==> config.mk <==
export PLATFORM = sky130hd
export DESIGN_NAME = transform_tree_walker
export DESIGN_NICKNAME = d
export VERILOG_FILES = /design/src/rtl/transform_tree_walker.sv
export SDC_FILE = /design/constraint.sdc
export NUM_CORES = 1
export LEC_CHECK = 0
export CORE_MARGIN = 5
export CORE_UTILIZATION = 55
export CTS_CLUSTER_SIZE = 20
export DETAILED_ROUTE_END_ITERATION = 10
export PLACE_DENSITY = 0.79
export SETUP_SLACK_MARGIN = 0.2
export SLEW_MARGIN = 0
export SYNTH_ARGS = -nofsm -noshare
export SYNTH_HDL_FRONTEND = slang
export SYNTH_SLANG_ARGS = --single-unit
==> constraint.sdc <==
create_clock -name clk -period 7.7 [get_ports clk]
set_input_delay 1.54 -clock clk [delete_from_list [all_inputs] [get_ports clk]]
set_output_delay 1.54 -clock clk [all_outputs]
set_load 0.02 [all_outputs]
==> src/rtl/transform_tree_walker.sv <==
// transform_tree_walker
// ---------------------
// Accepts one coding-unit (CU) descriptor at a time and walks its two-level
// transform quadtree in z-order. It emits one transform-unit (TU) descriptor
// per handshake to the inverse-transform engine.
//
// Oversize CUs and quadrants are split implicitly. Splits that would produce
// a TU below the minimum size are suppressed.
//
// Ports
//   clk, rst_n        clock, asynchronous active-low reset
//   cu_valid/ready    CU descriptor handshake (ready only while idle)
//   cu_log2_size      CU size as log2
//   cu_split_flags    bit0 splits the root, bit(1+i) splits quadrant i
//   tu_valid/ready    TU descriptor handshake
//   tu_log2_size      TU size as log2
//   tu_size_code      tu_log2_size - 2
//   tu_x, tu_y        TU offset within the CU, in pixels
//   tu_last           final TU of the current CU
//   err               sticky flag for an illegal CU size
//
// Handshake: a transfer happens on a rising edge where valid & ready are
// both high. A producer holding valid keeps its payload stable and does not
// drop valid until that transfer. Ready may toggle freely.
module transform_tree_walker #(
    parameter int LOG2_MAX_CU = 6,
    parameter int LOG2_MAX_TU = 5,
    parameter int LOG2_MIN_TU = 2
) (
    input  logic                   clk,
    input  logic                   rst_n,
    input  logic                   cu_valid,
    output logic                   cu_ready,
    input  logic [2:0]             cu_log2_size,
    input  logic [4:0]             cu_split_flags,
    output logic                   tu_valid,
    input  logic                   tu_ready,
    output logic [2:0]             tu_log2_size,
    output logic [1:0]             tu_size_code,
    output logic [LOG2_MAX_CU-1:0] tu_x,
    output logic [LOG2_MAX_CU-1:0] tu_y,
    output logic                   tu_last,
    output logic                   err
);

    localparam int W = LOG2_MAX_CU;

    generate
        if ((LOG2_MAX_CU - LOG2_MAX_TU) < 0 || (LOG2_MAX_CU - LOG2_MAX_TU) > 2) begin : g_bad_cfg
            $error("transform_tree_walker: LOG2_MAX_CU - LOG2_MAX_TU must be 0..2");
        end
    endgenerate

    // Size thresholds kept at port width so every comparison is 3-bit.
    // "L-1 >= MIN" is written as "L > MIN" to avoid unsigned underflow.
    localparam logic [2:0] MAX_CU_L  = 3'(LOG2_MAX_CU);
    localparam logic [2:0] MAX_TU_L  = 3'(LOG2_MAX_TU);
    localparam logic [2:0] MAX_TU_P1 = 3'(LOG2_MAX_TU + 1);
    localparam logic [2:0] MIN_L     = 3'(LOG2_MIN_TU);
    localparam logic [2:0] MIN_P1    = 3'(LOG2_MIN_TU + 1);

    typedef enum logic {
        IDLE = 1'b0,
        EMIT = 1'b1
    } state_t;

    typedef struct packed {
        logic [2:0]   size;
        logic [W-1:0] x;
        logic [W-1:0] y;
        logic         last;
    } tu_desc_t;

    // TU descriptor for traversal position (q0, q1) of a CU of size l
    function automatic tu_desc_t tu_at(input logic [2:0] l, input logic s0,
                                       input logic [3:0] s1, input logic [1:0] q0,
                                       input logic [1:0] q1);
        tu_desc_t     d;
        logic [W-1:0] qx, qy, rx, ry;
        qx     = W'(q0[0]) << (l - 3'd1);
        qy     = W'(q0[1]) << (l - 3'd1);
        rx     = W'(q1[0]) << (l - 3'd2);
        ry     = W'(q1[1]) << (l - 3'd2);
        d.size = l;
        d.x    = '0;
        d.y    = '0;
        d.last = 1'b1;
        if (s0) begin
            d.last = (q0 == 2'd3) && (!s1[3] || (q1 == 2'd3));
            if (s1[q0]) begin
                d.size = l - 3'd2;
                d.x    = qx + rx;
                d.y    = qy + ry;
            end else begin
                d.size = l - 3'd1;
                d.x    = qx;
                d.y    = qy;
            end
        end
        return d;
    endfunction

    state_t     state_q, state_d;
    logic [2:0] l_q, l_d;
    logic       s0_q, s0_d;
    logic [3:0] s1_q, s1_d;
    logic [1:0] q0_q, q0_d;
    logic [1:0] q1_q, q1_d;
    tu_desc_t   tu_q, tu_d;
    logic [1:0] code_q, code_d;
    logic       tu_valid_q, tu_valid_d;
    logic       err_q, err_d;

    // Accept-side decode
    logic       cu_legal;
    logic       acc_s0;
    logic [3:0] acc_s1;
    // Advance-side counters
    logic [1:0] q0_nx, q1_nx;
    logic [2:0] code_full;

    always_comb begin
        cu_legal = !(cu_log2_size > MAX_CU_L) && !(cu_log2_size < MIN_L);
        acc_s0   = (cu_split_flags[0] || (cu_log2_size > MAX_TU_L)) && (cu_log2_size > MIN_L);
        for (int i = 0; i < 4; i++) begin
            acc_s1[i] = acc_s0 && (cu_split_flags[1+i] || (cu_log2_size > MAX_TU_P1))
                        && (cu_log2_size > MIN_P1);
        end

        // Leaf TU: q0 steps. Sub-split quadrant: q1 steps, carrying into q0.
        q0_nx = q0_q;
        q1_nx = q1_q;
        if (s1_q[q0_q]) begin
            q1_nx = q1_q + 2'd1;
            if (q1_q == 2'd3) begin
                q0_nx = q0_q + 2'd1;
            end
        end else begin
            q0_nx = q0_q + 2'd1;
        end
    end

    always_comb begin
        state_d    = state_q;
        l_d        = l_q;
        s0_d       = s0_q;
        s1_d       = s1_q;
        q0_d       = q0_q;
        q1_d       = q1_q;
        tu_d       = tu_q;
        tu_valid_d = tu_valid_q;
        err_d      = err_q;

        unique case (state_q)
            IDLE: begin
                if (cu_valid) begin
                    if (!cu_legal) begin
                        err_d = 1'b1;
                    end else begin
                        l_d        = cu_log2_size;
                        s0_d       = acc_s0;
                        s1_d       = acc_s1;
                        q0_d       = 2'd0;
                        q1_d       = 2'd0;
                        tu_d       = tu_at(cu_log2_size, acc_s0, acc_s1, 2'd0, 2'd0);
                        tu_valid_d = 1'b1;
                        state_d    = EMIT;
                    end
                end
            end
            EMIT: begin
                if (tu_ready) begin
                    if (tu_q.last) begin
                        tu_d       = '0;
                        tu_valid_d = 1'b0;
                        q0_d       = 2'd0;
                        q1_d       = 2'd0;
                        state_d    = IDLE;
                    end else begin
                        q0_d = q0_nx;
                        q1_d = q1_nx;
                        tu_d = tu_at(l_q, s0_q, s1_q, q0_nx, q1_nx);
                    end
                end
            end
            default: state_d = IDLE;
        endcase

        // Code is registered alongside size so it resets to 0, not to 0-2
        code_full = tu_d.size - 3'd2;
        code_d    = tu_valid_d ? code_full[1:0] : 2'd0;
    end

    always_ff @(posedge clk or negedge rst_n) begin
        if (!rst_n) begin
            state_q    <= IDLE;
            l_q        <= '0;
            s0_q       <= 1'b0;
            s1_q       <= '0;
            q0_q       <= '0;
            q1_q       <= '0;
            tu_q       <= '0;
            code_q     <= '0;
            tu_valid_q <= 1'b0;
            err_q      <= 1'b0;
        end else begin
            state_q    <= state_d;
            l_q        <= l_d;
            s0_q       <= s0_d;
            s1_q       <= s1_d;
            q0_q       <= q0_d;
            q1_q       <= q1_d;
            tu_q       <= tu_d;
            code_q     <= code_d;
            tu_valid_q <= tu_valid_d;
            err_q      <= err_d;
        end
    end

    assign cu_ready     = (state_q == IDLE);
    assign tu_valid     = tu_valid_q;
    assign tu_log2_size = tu_q.size;
    assign tu_size_code = code_q;
    assign tu_x         = tu_q.x;
    assign tu_y         = tu_q.y;
    assign tu_last      = tu_q.last;
    assign err          = err_q;

endmodule

==> impl_metrics.ini <==
; flow metrics
[status]
status = finished, final reports clean

[power_and_ir_drop]
p_sw_share_pct = 47.5
p_int_mw = 0.545
peakVddDrop_mv = 0.228
p_leak_nw = 1.34
seq_power_share_pct = 28.7
p_sw_mw = 0.492
pwr-share-comb_pct = 55.3
p_per_area_nw_per_um2 = 337

[clock_tree]
root_buffer = clkbuf_8
cts_setup_buffers = 0
clock_latency_ps = 290
cts_hold_buf = 0
clockBufferDepth = 2
numCtsBuffers = 5
cts_resized = 0
clock_sinks = 33

[final_timing]
drv_slew = 0
relSlewSlack_pct = 51.4
finalSetupViolCount = 0
final-hold-violation-count = 0
max_freq_mhz = 259
finalCritPeriodShare_pct = 50.2
worst_pin_slew_ps = 727
finalSetupTns_ps = 0
fin_skew_ps = 9.27

[critical_path]
endpoint_kind = flip-flop
reg2reg_from = q0_q[0]
startpoint = cu_log2_size[2]
timing.rr.end = tu_y[5]
crit_arrival_ps = 4020
worstSetupEndpoint = tu_log2_size[1]
setup.worst_path.start_class = primary input
ff2ff_path_depth = 9
r2r_setup_slack_ps = 4040
cp_max_fo = 10

[final_layout]
layout-drive-gt1-share_pct = 6.55
nets = 369
fin_util_pct = 66.1

[min_path]
hold_depth = 2
hold_class = reg2reg

[synthesis]
most_common_cell = nand2_1
fp_nets = 336
yosysTopAreaCellShare_pct = 31.9
numSynthFlops = 33
async_reset_ff_share_pct = 100
compound_area_share_pct = 25.4
synthCells = 302
synthTopCellsByArea = dfrtp_1, ha_1, nand2_1
common_cells = nand2_1, dfrtp_1, o21ai_0
syn_area_um2 = 2590
muxShareOfSynthArea_pct = 5.21
edf_count = 0
adder_share_pct = 11.2
xor_share_pct = 2.70
syn_area_per_cell_um2 = 8.58
top_logic_kind = AND-OR/OR-AND gates
ys_area_um2 = 2590
top_area_cell = dfrtp_1
ys_cells = 302

[placement]
routabilityCongestion = 0.895
dp_hpwl_mm = 4.88

[global_routing]
grt_pass1_wl_mm = 11.3
met1_usage_pct = 30.2
grt_antenna_before_repair = 0
grt_pass1_vias = 2361
top_usage_layer = met2
track_usage_pct = 22.9
grt_overflow = 0
use_met2_pct = 38.2

[floorplan]
die_w_um = 78.6
fp_util_pct = 55.6
num_rows = 25

[route]
ant_nets = 0
drt_iter0_markers = 292
drc = 0
drt-vias-per-instance = 6.16
wire_per_inst_um = 16.6
first_pass_iters = 4

[job]
warnings = 32
cap_violations = 0
==> through the flow <==
step / std cells / worst slack [ps] / cell area [um^2] / total power, mW / hold slack [ps]
finish: 390 / 3840 / 3080 / 1.04 / 477
global route: 390 / 3540 / 3080 / 1.12 / 503
CTS: 390 / 3860 / 3080 / 1.03 / 484
detailed placement: 382 / 3550 / 2960 / 0.860 / 468
global placement: 382 / 3660 / 2960 / 0.852 / 455
floorplan: 302 / 4440 / 2590 / 0.685 / 495
==> final cells by class <==
cell class                      count  area (um^2)  area share (%)
Clock buffer                        5         68.8            2.23
Sequential cell                    33          826            26.8
Timing Repair Buffer               34          335            10.9
Multi-Input combinational cell    248         1690            54.8
Tap cell                           54         67.6            2.19
Inverter                           13         48.8            1.58
Clock inverter                      3         46.3            1.50
==> power by group through the flow <==
stage                     Sequential (mW)  Combinational [mW]  Clock [mW]
after floorplan                     0.291               0.394           0
after global placement              0.298               0.554           0
after detailed placement            0.298               0.562           0
after CTS                           0.296               0.568       0.168
after global routing                0.308               0.632       0.177
final                               0.298               0.573       0.166
==> flip-flops by register name, indices dropped and copies added (netlist names), 2 cells and up <==
signal and flops:
q1_q 2, tu_log2_size 3, s1_q 4, tu_x 6
q0_q 2, tu_size_code 2, l_q 3, tu_y 6
==> worst max-delay path, stage by stage <==
cell	delay [ps]
clkdlybuf4s50_1	660
ha_1	250
a21boi_1	440
o221ai_1	320
a211o_1	360
a211oi_1	300
o21ai_0	160
==> kinds of logic after synthesis <==
kind of cell,Yosys count
AOI/OAI and AO/OA,96
xor gates and xnor gates,8
adders and majority gates,22
buffers and inverters,21
DFF,33
muxes,12
and+or+nand+nor,110
==> routing by layer <==
layer  part of all wire [%]  up-vias
met2                     48       73
met3                    5.6        4
met5                      0        -
met4                   0.96        0
met1                     45     1142
li1                       -     1182
==> how the worst min path moves through the flow <==
| stage | start | to | slack, ps |
|---|---|---|---|
| floorplan | s1_q[0] | s1_q[0] | 490 |
| global placement | err | err | 460 |
| detailed placement | err | err | 470 |
| CTS | err | err | 480 |
| global route | tu_x[3] | tu_x[3] | 500 |
| finish | tu_y[0] | tu_y[0] | 480 |
==> cell usage in the layout, fill, tap and decap left out, drive strengths merged, types with 3 or more instances in the layout <==
cell type	n
nand3b	3
a31oi	4
a211o	5
nand2b	3
nor2	21
ha	20
dfrtp	33
nand3	9
clkdlybuf4s50	32
o21a	3
o21ai	27
a211oi	7
inv	13
nand2	39
nor2b	5
mux2i	9
o31ai	4
a21o	6
clkbuf	5
xnor2	7
a21oi	14
or2	5
and3	3
o311ai	3
nor3	9
nor4	3
### M3 wires

Bar = 20 um.
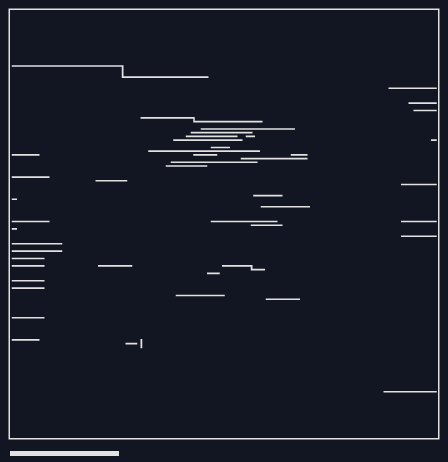
The layer holds 5.7% of the routed length. The longest straight run is 20.2 um.
vias post-DR: 2401
met3 Use GR: 4.36%
drt total wl: 6.46 mm

### Cell classes on the final placement

Fill, decap, tap and diode cells in gray.
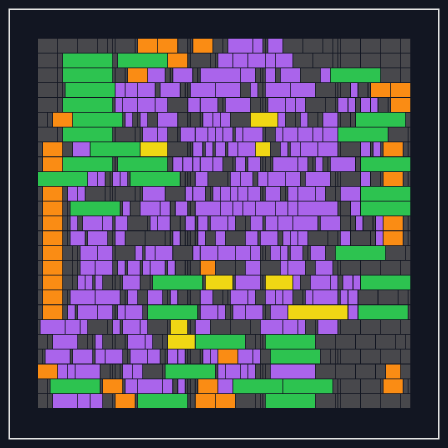
Key: green = registers [cells 33, share of their area 27%]; orange = remaining buffers and delay cells [cells 34, share of their area 11%]; purple = remaining logic cells [cells 261, share of their area 58%]; yellow = clock drivers and dummy loads [cells 8, share of their area 3.8%]
flop share of the area: 26.8%
Post-Layout Inst Area: 3080 um^2

### Placement view

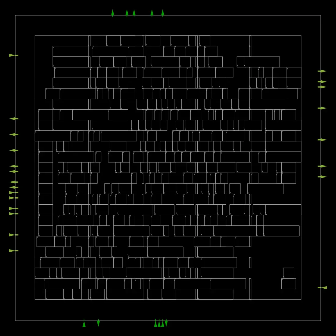
Layout Cells excl Fill: 390
core area: 4660 um^2
tap cells: 54
Fillers: 391

### Nets reached from selected ports

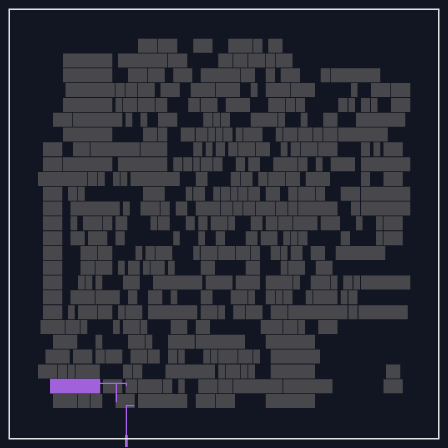
Key: purple = `err` [bits 1, direction output, end cells 1, buffers 1, wire 16.1 um]
Port Buf Inserts: 32
I/O pin total: 33

Power and IR drop assume default switching activity.
